Design uart_rx_flat, sky130hd; sources not shown.
==> run_1/detail.png <==
Bar = 10 um. Window x 17 to 47, y 17 to 47 um. Cells in grey, sequential cells in the stronger grey; small squares are vias.
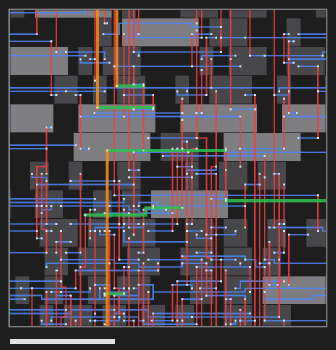
| colour | layer |
|---|---|
| green | metal 3 |
| red | metal 2 |
| orange | metal 4 |
| blue | metal 1 |
most frequent: dfxtp_1 (10), nor2_1 (7)
cells with their middle in the window: 60
sequential cells in the window: 10

==> run_1/clocks.png <==
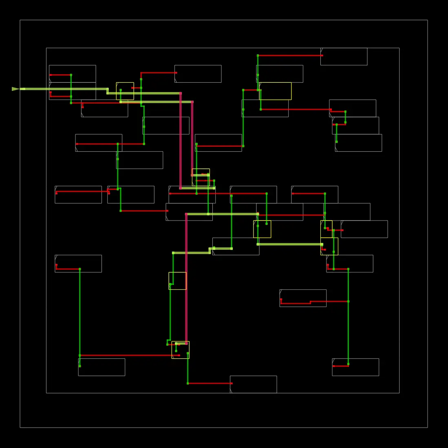
Flop Count: 30
clk sinks: 30
CLK BUF: 6
Latency at later pin: 340 ps

==> run_1/wires.png <==
Two of the layers only.
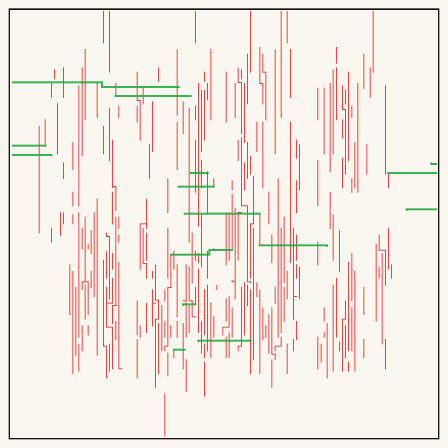
| colour | layer | wire length |
|---|---|---|
| red | metal 2 | 1590 um |
| green | metal 3 | 110 um |
via count: 1185
Tot GR Track Use: 0.184

==> GITHUB_STEP_SUMMARY, run 1 <==
### Metrics collected by this job

| Metric | Value |
|---|---|
| CP Class | `in -> reg` |
| Ys flops | `30` |
| Ao+oa area frac | `0.145` |
| Outcome | `finished clean` |
| Mapped Area | `0.00142 mm2` |
| Clk pwr share | `0.371` |
| Clk cell area share | `0.0386` |
| Top cell category | `multi-input combinational cells` |
| Wire per inst | `15.3 um` |
| Die Y | `64.3 um` |
| Layout non-clock buf frac | `0.105` |
| Minimum clock period | `2310 ps` |
| CTS Buffer Depth | `2` |
| Post-Layout Inst Area | `0.00165 mm2` |
| Vias in the first global route | `1242` |
| Part of the power in combinational logic | `0.068` |
| Register area | `601 um2` |
| Final Core Density | `0.545` |
| Bufs w/o clock | `21` |
| Maximum clock frequency | `433 MHz` |
| Lkg Pwr | `0.622 nW` |
| Ys Warns | `0` |
| HPWL after detailed placement | `2440 um` |
| Synth Seq Share | `0.422` |
| Final Max Tran Viols | `0` |
| Synthesized instance count | `151` |
| Setup TNS Final | `0 ps` |
| Final setup fails | `0` |
| Synth cell types | `44` |
| Worst IR drop on VDD | `297 uV` |
| Setup repair after global routing missed its margin | `no` |
| Fin nets | `177` |
| Largest net degree at the start of global routing | `11` |
| # DRC | `0` |
| DRT Wirelength | `3290 um` |
| Slew margin rel. | `0.507` |
| Post-synth EDFFs | `0` |
| Clock Skews | `9.06 ps` |
| Worst-Margin Slew | `740 ps` |
| Sequential power share | `0.560` |
| Hold crit path type | `reg -> reg` |
| Chip area | `0.00413 mm2` |
| Fp_density | `0.470` |
| OpenROAD warning count | `26` |
| Reg clk slew, reported paths | `100 ps` |
| Post-DP Area | `0.00160 mm2` |
| Total CTS buffers | `5` |
| Comb gates | `108` |
| Fraction of layout cells with a size suffix above 1 | `0.0994` |
| Yosys Chip Area | `0.00142 mm2` |
==> run 1: kinds of logic after synthesis <==
family | after synthesis
multiplexers | 17
AND/OR/NAND/NOR | 58
AND-OR/OR-AND | 29
buffers and inverters | 13
flip-flops | 30
XOR/XNOR | 1
adder cells (fa/ha/maj) | 3
==> run 1: synthesized netlist by cell type, types with 2 or more instances <==
master | count | area share
dfxtp_1 | 30 | 0.42
nor2_1 | 20 | 0.053
mux2i_1 | 17 | 0.12
a21oi_1 | 7 | 0.025
inv_1 | 4 | 0.011
nand2_1 | 4 | 0.011
nand3_1 | 4 | 0.014
o211ai_1 | 4 | 0.021
and2_1 | 3 | 0.013
and3_1 | 3 | 0.013
ha_1 | 3 | 0.026
nor3b_1 | 3 | 0.016
o21ai_0 | 3 | 0.011
or2_2 | 3 | 0.013
or4_1 | 3 | 0.016
a21o_1 | 2 | 0.011
buf_2 | 2 | 0.0070
buf_4 | 2 | 0.011
buf_6 | 2 | 0.016
clkbuf_1 | 2 | 0.0053
nand2b_1 | 2 | 0.0088
nand4b_1 | 2 | 0.012
o21a_1 | 2 | 0.011
o32ai_1 | 2 | 0.012
o41ai_1 | 2 | 0.012
or3_1 | 2 | 0.0088
==> run 1: cells in the final DEF, fill, tap and decap left out, types with 5 or more instances in the layout <==
cell	count
nor2_1	20
dfxtp_1	30
clkbuf_4	5
dlygate4sd3_1	12
mux2i_1	17
a21oi_1	7
clkbuf_1	5
==> run 1: layer usage <==
layer | GRT usage | wire, um | share of wire
met2 | 0.290 | 1590 | 0.48
met3 | 0.0492 | 109 | 0.033
met1 | 0.225 | 1540 | 0.47
met5 | - | 0 | 0
met4 | 0.0712 | 46 | 0.014
==> run 1: worst max-delay path: cells and delay by family <==
kind,cells,cell delay [ps]
and+or+nand+nor,3,490
muxes,1,260
buffers and inverters,2,1200
==> run_1/io_fan.png <==
Bar = 20 um.
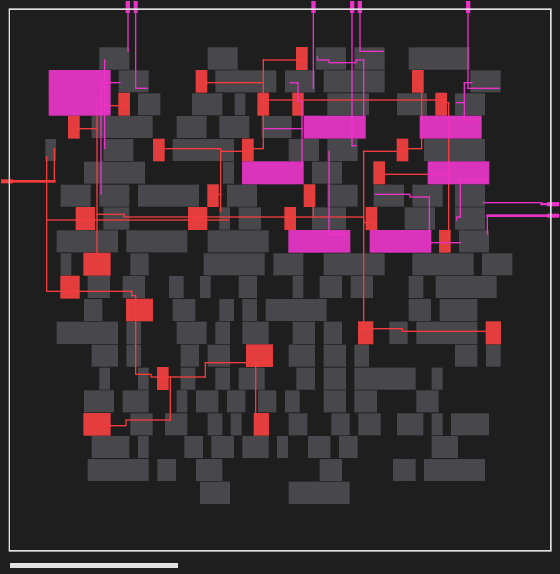

## Run 2: what changed since run 1
CORE_UTILIZATION = 43   (was 45)
clock period = 2.18 ns   (was 2.9 ns; I/O delays follow)
==> run_2/io_fan.png <==
Bar = 20 um.
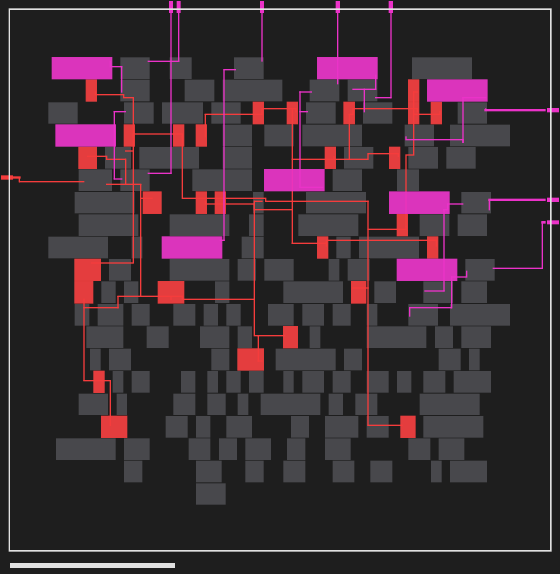
| colour | port | bits | direction | end cells | buffers | wire |
|---|---|---|---|---|---|---|
| red | reset | 1 | input | 28 | 3 | 320 um |
| magenta | bus_data | 8 | output | 8 | 8 | 191 um |
count of input and output buffers: 12
number of I/O pins: 14

==> run 2 against run 1 <==
Net effect: via count up 1.1%; final area up 0.38%; worst setup slack worse by 420 ps; clock power up 24%; clock skew up 2.6 ps; first-iteration DRC count up 54%; clock-buffer cell count up 1; routed wire length up 0.58%; sequential cell count unchanged; critical endpoint is now u_core.n_cnt[0].
==> GITHUB_STEP_SUMMARY, run 2 <==
### Metrics collected by this job

| Metric | Value |
|---|---|
| Most frequent cells in the layout | `30 x dfxtp_1, 20 x nor2_1, 17 x mux2i_1, 12 x dlygate4sd3_1, 7 x a21oi_1` |
| Total CTS buffers | `5` |
| Lkg Pwr | `0.638 nW` |
| Synth cell types | `44` |
| OpenROAD warning count | `26` |
| Latency at later pin | `330 ps` |
| Largest net degree at the start of global routing | `11` |
| Worst IR drop on VDD | `457 uV` |
| CP Class | `in -> reg` |
| Post-DP Area | `0.00160 mm2` |
| Levels on crit path | `5` |
| Mapped Area | `0.00142 mm2` |
| Setup repair after global routing missed its margin | `no` |
| Die Y | `65.5 um` |
| Chip area | `0.00430 mm2` |
| Synth Seq Share | `0.422` |
| Setup TNS Final | `0 ps` |
| Top cells, area | `dfxtp_1 42%, mux2i_1 12%, nor2_1 5.3%, ha_1 2.6%, a21oi_1 2.5%` |
| Outcome | `finished clean` |
| Post-synth EDFFs | `0` |
| Minimum clock period | `2000 ps` |
| Fp_density | `0.459` |
| Hold crit path type | `in -> reg` |
| Clock Skews | `11.7 ps` |
| Final setup fails | `0` |
| Most frequent logic cell in the layout | `dfxtp_1` |
| Most common cell in the netlist | `dfxtp_1` |
| Post-synth top cells | `30 x dfxtp_1, 20 x nor2_1, 17 x mux2i_1` |
| Yosys Chip Area | `0.00142 mm2` |
| DRT Wirelength | `3310 um` |
| Kind of cell adding the most delay to the critical path | `simple AND/OR/NAND/NOR gates` |
| Tot GR Track Use | `0.176` |
| Ys flops | `30` |
| Wire per inst | `15.4 um` |
| # DRC | `0` |
| Maximum clock frequency | `499 MHz` |
| Vias in the first global route | `1227` |
| Synth top area share | `0.422` |
| Worst-Margin Slew | `518 ps` |
| Post-Layout Inst Area | `0.00166 mm2` |
## run 2: cell counts after synthesis
Identical to the previous run, type by type.
## run 2: metrics by stage
| stage | util | cells | hold slack (ps) |
|---|---|---|---|
| CTS | 0.535 | 215 | 339 |
| finish | 0.534 | 215 | 350 |
| detailed placement | 0.515 | 207 | 397 |
| global placement | 0.515 | 207 | 398 |
| floorplan | - | 151 | 389 |
| global route | 0.534 | 215 | 333 |
## run 2: logic make-up after synthesis
group,Yosys count,synth area share
simple gates,58,0.226
flops,30,0.422
compound gates,29,0.145
mux,17,0.120
buf+inv,13,0.0554
fa+ha+maj,3,0.0264
xor+xnor,1,0.00615
## run 2: where the power goes
part	internal, mW	leakage [nW]	switching (mW)
Combinational	0.0266	0.360	0.0448
Sequential	0.552	0.242	0.00547
Clock	0.156	0.0353	0.190
Total	0.734	0.638	0.240
## run 2: routing by layer
| metal | wire (um) | vias to the layer above | track usage |
|---|---|---|---|
| met5 | 0 | - | - |
| met4 | 44 | 0 | 0.0622 |
| met3 | 104 | 7 | 0.0462 |
| met2 | 1610 | 22 | 0.300 |
| met1 | 1550 | 581 | 0.200 |
| li1 | - | 588 | - |
## run 2: layout make-up
| type | count | area (um2) | area share |
|---|---|---|---|
| multi-input cells | 108 | 743 | 0.448 |
| flip-flops and latches | 30 | 601 | 0.362 |
| repair buffers | 12 | 120 | 0.0725 |
| plain buffers | 9 | 63.8 | 0.0385 |
| clock buffers | 7 | 55.1 | 0.0332 |
| well taps | 44 | 55.1 | 0.0332 |
| inverters | 4 | 15.0 | 0.00906 |
| clock inverters | 1 | 5.00 | 0.00302 |
Power and IR drop assume default switching activity.
